Design uart_tx_arbiter, sky130hd; sources not shown.
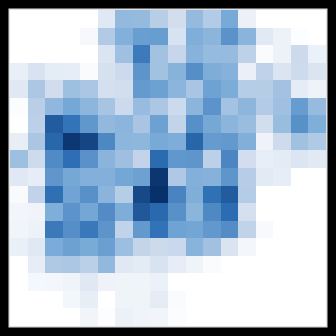
*Routed metal per tile, run 1*
18 x 18 tiles, from white (low) to dark blue (high), scaled to the fullest tile. Values are wire area over tile area, all layers added.
- densest ninth of the die: middle
- fullest tile: 0.39
- mean over tiles: 0.11
routed via count: 1,788
GRT Total Usage: 13.8%

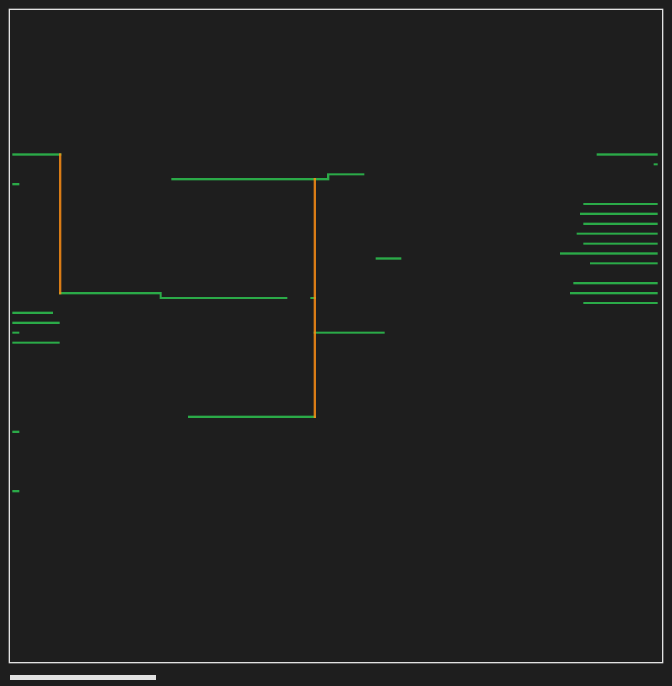
*Routed metal, one color a layer, run 1*
Bar = 20 µm. Only two layers are drawn.
- green: met3 (wire length 230 µm)
- orange: met4 (wire length 51.7 µm)
DR WL/cell: 15.5 µm
Routed WL: 5660 µm

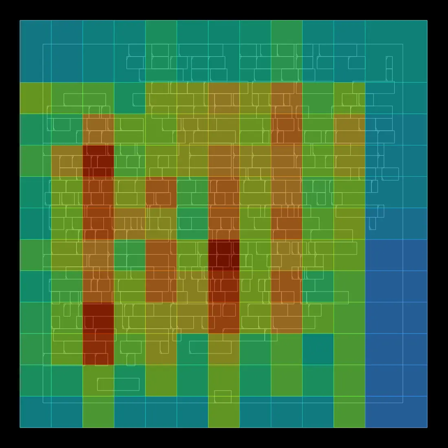
*Congestion heat map, run 1*
most crowded layer after global routing: met2
M2 GR Usage: 23.8%

==> results_dict.tcl, run 1 <==
# metrics dict for downstream scripts
set metrics [dict create \
    outcome "finished, violations left" \
    violations "setup timing" \
    min_path_type "in2async" \
    avgSynthCellArea_um2 11.0 \
    boundaryPins 61 \
    tool_warnings 33 \
    crit_type "reg2reg" \
    slowest_delay_ps 430 \
    ys_cells 173 \
    die_area_um2 8020 \
    synthFlopType "dfrtp_1" \
    cts_made_buffers 5 \
    grt_max_degree 33 \
    finalSetupViolCount 32 \
    chipHeight_um 89.5 \
    crit_buf_inv 2 \
    die_x_um 89.5 \
    switching_power_mw 2.37 \
    slowest_stage "dfrtp_2" \
    finalWorstSetupSlack_ps -351 \
    synth_area_um2 1900 \
    max_clock_freq_ghz 0.588 \
    diodes 0 \
    drtIter0Drc 56 \
    power.density_nw_per_um2 1840 \
    finalClockPeriodUsage_pct 126 \
    ys_seq_share_pct 44.8 \
    layout_min_cycle_time_ps 1700 \
    netlist_instances 173 \
    grt_overflow 0 \
    tightest_slew_ps 830 \
    worst_ep_arrival_time_ps 1880 \
    cp_max_fo 6 \
    drtPass1Iterations 4 \
    ys_area_um2 1900 \
    clkLatencyLatePin_ps 290 \
    place_inst 341 \
    via_per_inst 4.89 \
    edf_count 0 \
    coreArea_um2 6240 \
    rows 29 \
    final_layout_size_suffix_gt1_share_pct 45.3 \
    fin_skew_ps 6.48 \
    fp-utilization_pct 30.4 \
]
-- run 1: area by class of cell --
| type | count | area [µm²] |
|---|---|---|
| tap | 77 | 96.3 |
| fill | 534 | 2840 |
| clock buffer | 5 | 68.8 |
| clock inverter | 3 | 68.8 |
| inverter | 12 | 52.6 |
| timing repair inverter | 1 | 8.76 |
| timing repair buffer | 116 | 1010 |
| sequential | 34 | 853 |
| multi-input combinational | 118 | 1240 |
-- run 1: worst reg2reg max path, cell delays in order (launching register included) --
cell      delay (ps)
dfrtp_2          430
nand2b_4         140
a21o_1           150
nand4_1          190
buf_4            200
buf_6            120
ha_4             150
a22oi_2          140
o21ai_1           80
-- run 1: cells in the mapped netlist, drive strengths merged (4+ instances only) --
cell type,instances,area (µm²)
dfrtp,34,851
o21ai,14,70.1
nand2,13,56.3
inv,12,47.6
nor2,11,41.3
mux4,10,240
and2,9,58.8
nand3,7,35.0
a22oi,6,45.0
buf,6,42.5
ha,6,75.1
nand4,4,25.0
-- run 1: power groups by stage --
stage	Sequential (mW)	Combinational (mW)	Clock, mW
floorplan	1.78	1.33	0
global placement	1.49	2.66	0
detailed placement	1.49	2.69	0
CTS	1.48	3.28	1.17
global route	1.55	3.86	1.23
finish	1.51	3.61	1.14
-- run 1: layer usage --
metal | global-route usage, % | up-vias | wire length, µm | part of all wire [%]
met5 | 0 | - | 0 | 0
met4 | 3.79 | 0 | 51 | 0.90
li1 | - | 866 | - | -
met2 | 23.8 | 27 | 3140 | 56
met1 | 17.0 | 889 | 2230 | 39
met3 | 3.69 | 6 | 229 | 4.0
-- run 1: cell families (layout without fill, tap and decap cells) --
group                    Yosys count  after routing  share of synthesized area [%]
AND/OR/NAND/NOR                   61             61                           17.8
other                              1              1                          0.198
flip-flops                        34             34                           44.8
multiplexers                      15             15                           15.4
buffers and inverters             21            137                           5.34
adder cells (fa/ha/maj)            6              6                           3.96
AND-OR/OR-AND                     35             35                           12.5
-- run 1: repair_timing --
action                                  in CTS  in global routing
endpoints found under the setup margin      47                 38
setup buffers                               13                  2
gates resized                              114                 34
pin swaps                                   13                 17
gates cloned                                 1                  1
-- run 1: stage by stage --
step	util (%)	hold slack (ps)	power (mW)	worst slack [ps]
4_1_cts	52.0	132	5.93	-309
6_report	54.5	205	6.26	-351
5_1_grt	54.5	196	6.64	-404
3_5_place_dp	46.1	285	4.18	-782
3_3_place_gp	46.1	278	4.15	-741
2_1_floorplan	-	-25.6	3.11	-269
==> run 2: changes to the inputs <==
SLEW_MARGIN = 30   (was 20)
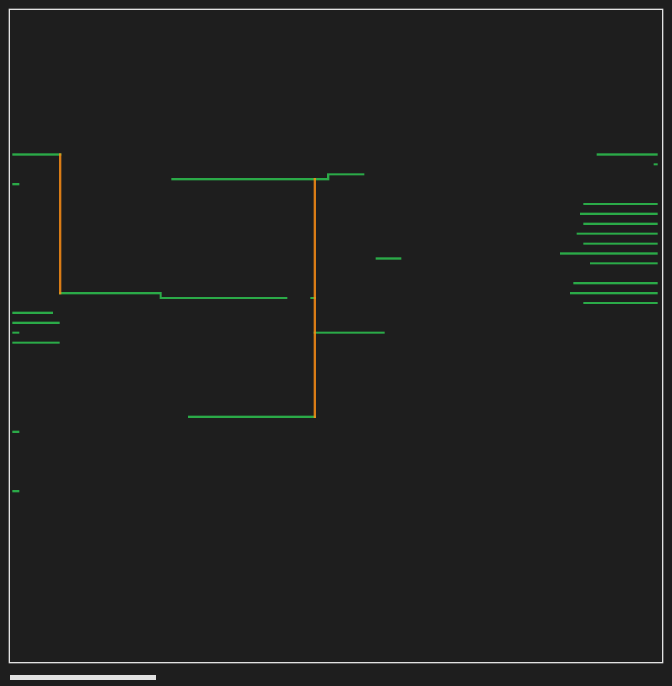
*Routed metal, one color a layer, run 2*
Bar = 20 µm. Only two layers are drawn.
- orange: met4 (wire length 51.7 µm)
- green: met3 (wire length 230 µm)

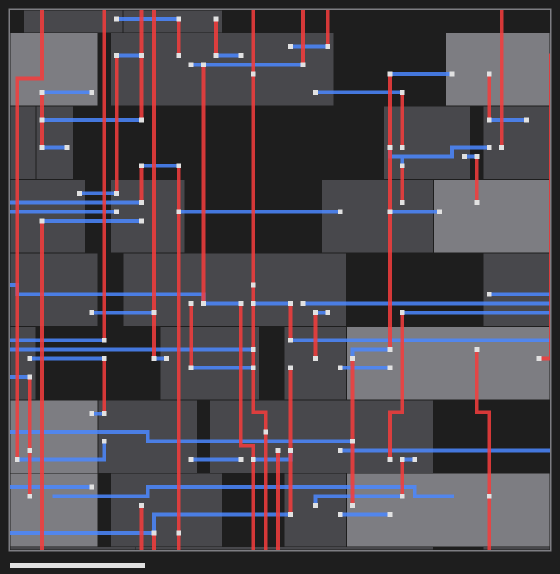
*Close-up of the layout, run 2*
Bar = 5 µm. Region (57, 57) to (77, 77) µm. Cells in gray, sequential cells in the stronger gray; small squares are vias.
- blue: met1
- red: met2
- most frequent: clkdlybuf4s50_1 (5), mux4_2 (3)
- cells with their middle in the window: 19
- sequential cells in the window: 2

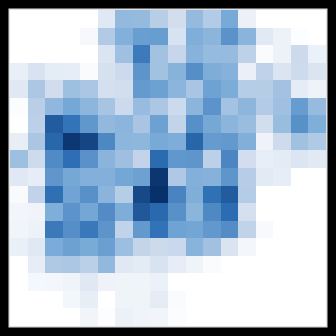
*Routed metal per tile, run 2*
18 x 18 tiles, from white (low) to dark blue (high), scaled to the fullest tile. Values are wire area over tile area, all layers added.
- densest ninth of the die: middle
- emptiest ninth of the die: bottom right
- mean over tiles: 0.11
- fullest tile: 0.39
- tiles over half the peak: 21%

==> run 2 against run 1 <==
Effect of this change: the run still ends with setup timing left; clock-buffer cell count unchanged; largest cell class unchanged; synthesized cell count stayed put; critical path type unchanged; sequential share of layout area unchanged; clock skew unchanged.
==> results_dict.tcl, run 2 <==
# metrics dict for downstream scripts
set metrics [dict create \
    outcome "finished, violations left" \
    violations "setup timing" \
    routed-via-count 1788 \
    finalSetupViolCount 32 \
    final_core_util_pct 54.5 \
    avgSynthCellArea_um2 11.0 \
    finalWorstSetupSlack_ps -351 \
    die_x_um 89.5 \
    yosysTopAreaCell "dfrtp_1" \
    cts_made_buffers 5 \
    finalPower_mw 6.26 \
    max_clock_freq_ghz 0.588 \
    coreArea_um2 6240 \
    power.density_nw_per_um2 1840 \
    ys_area_um2 1900 \
    netlist_instances 173 \
    tightest_slew_ps 830 \
    clkLatencyLatePin_ps 290 \
    crit_type "reg2reg" \
    grt_max_degree 33 \
    tool_warnings 33 \
    worst_ep_arrival_time_ps 1880 \
]
-- run 2: metal layers --
layer | global-route usage, % | vias to the layer above | wire length [µm]
met5 | 0 | - | 0
met1 | 17.0 | 889 | 2230
met4 | 3.79 | 0 | 51
met2 | 23.8 | 27 | 3140
li1 | - | 866 | -
met3 | 3.69 | 6 | 229
-- run 2: power by group --
part           total (mW)  leakage [nW]  internal [mW]  switching, mW
clock                1.14        0.0683          0.740          0.399
combinational        3.61         0.947           1.86           1.75
sequential           1.51         0.449           1.28          0.227
total                6.26          1.46           3.88           2.37
-- run 2: area by class of cell --
cell class | count | area [µm²] | share of cell area (%)
clock buffers | 5 | 68.8 | 2.02
repair buffers | 116 | 1010 | 29.7
multi-input cells | 118 | 1240 | 36.5
repair inverters | 1 | 8.76 | 0.257
clock inverters | 3 | 68.8 | 2.02
inverters | 12 | 52.6 | 1.54
well taps | 77 | 96.3 | 2.83
flip-flops and latches | 34 | 853 | 25.1
-- run 2: timing repair --
item | CTS | global route
setup endpoints to repair | 47 | 38
pin swaps | 13 | 17
setup buffers | 13 | 2
gates cloned | 1 | 1
resized | 114 | 34
-- run 2: cell families (layout without fill, tap and decap cells) --
group | after synthesis | in the layout | synth area share, %
mux | 15 | 15 | 15.4
other cells | 1 | 1 | 0.198
flops | 34 | 34 | 44.8
compound gates | 35 | 35 | 12.5
simple gates | 61 | 61 | 17.8
buf+inv | 21 | 137 | 5.34
fa+ha+maj | 6 | 6 | 3.96
-- run 2: through the flow --
stage | TNS [ps] | cell area, µm² | setup WS [ps]
CTS | -7150 | 3250 | -309
detailed placement | -20480 | 2880 | -782
finish | -7150 | 3400 | -351
floorplan | -5580 | 1940 | -269
global route | -9570 | 3400 | -404
global placement | -20030 | 2880 | -741
-- run 2: critical path, stage by stage (launching register included) --
cell      delay (ps)
dfrtp_2          430
nand2b_4         140
a21o_1           150
nand4_1          190
buf_4            200
buf_6            120
ha_4             150
a22oi_2          140
o21ai_1           80
Power figures rest on the tool's default switching activity, not on a simulated workload.
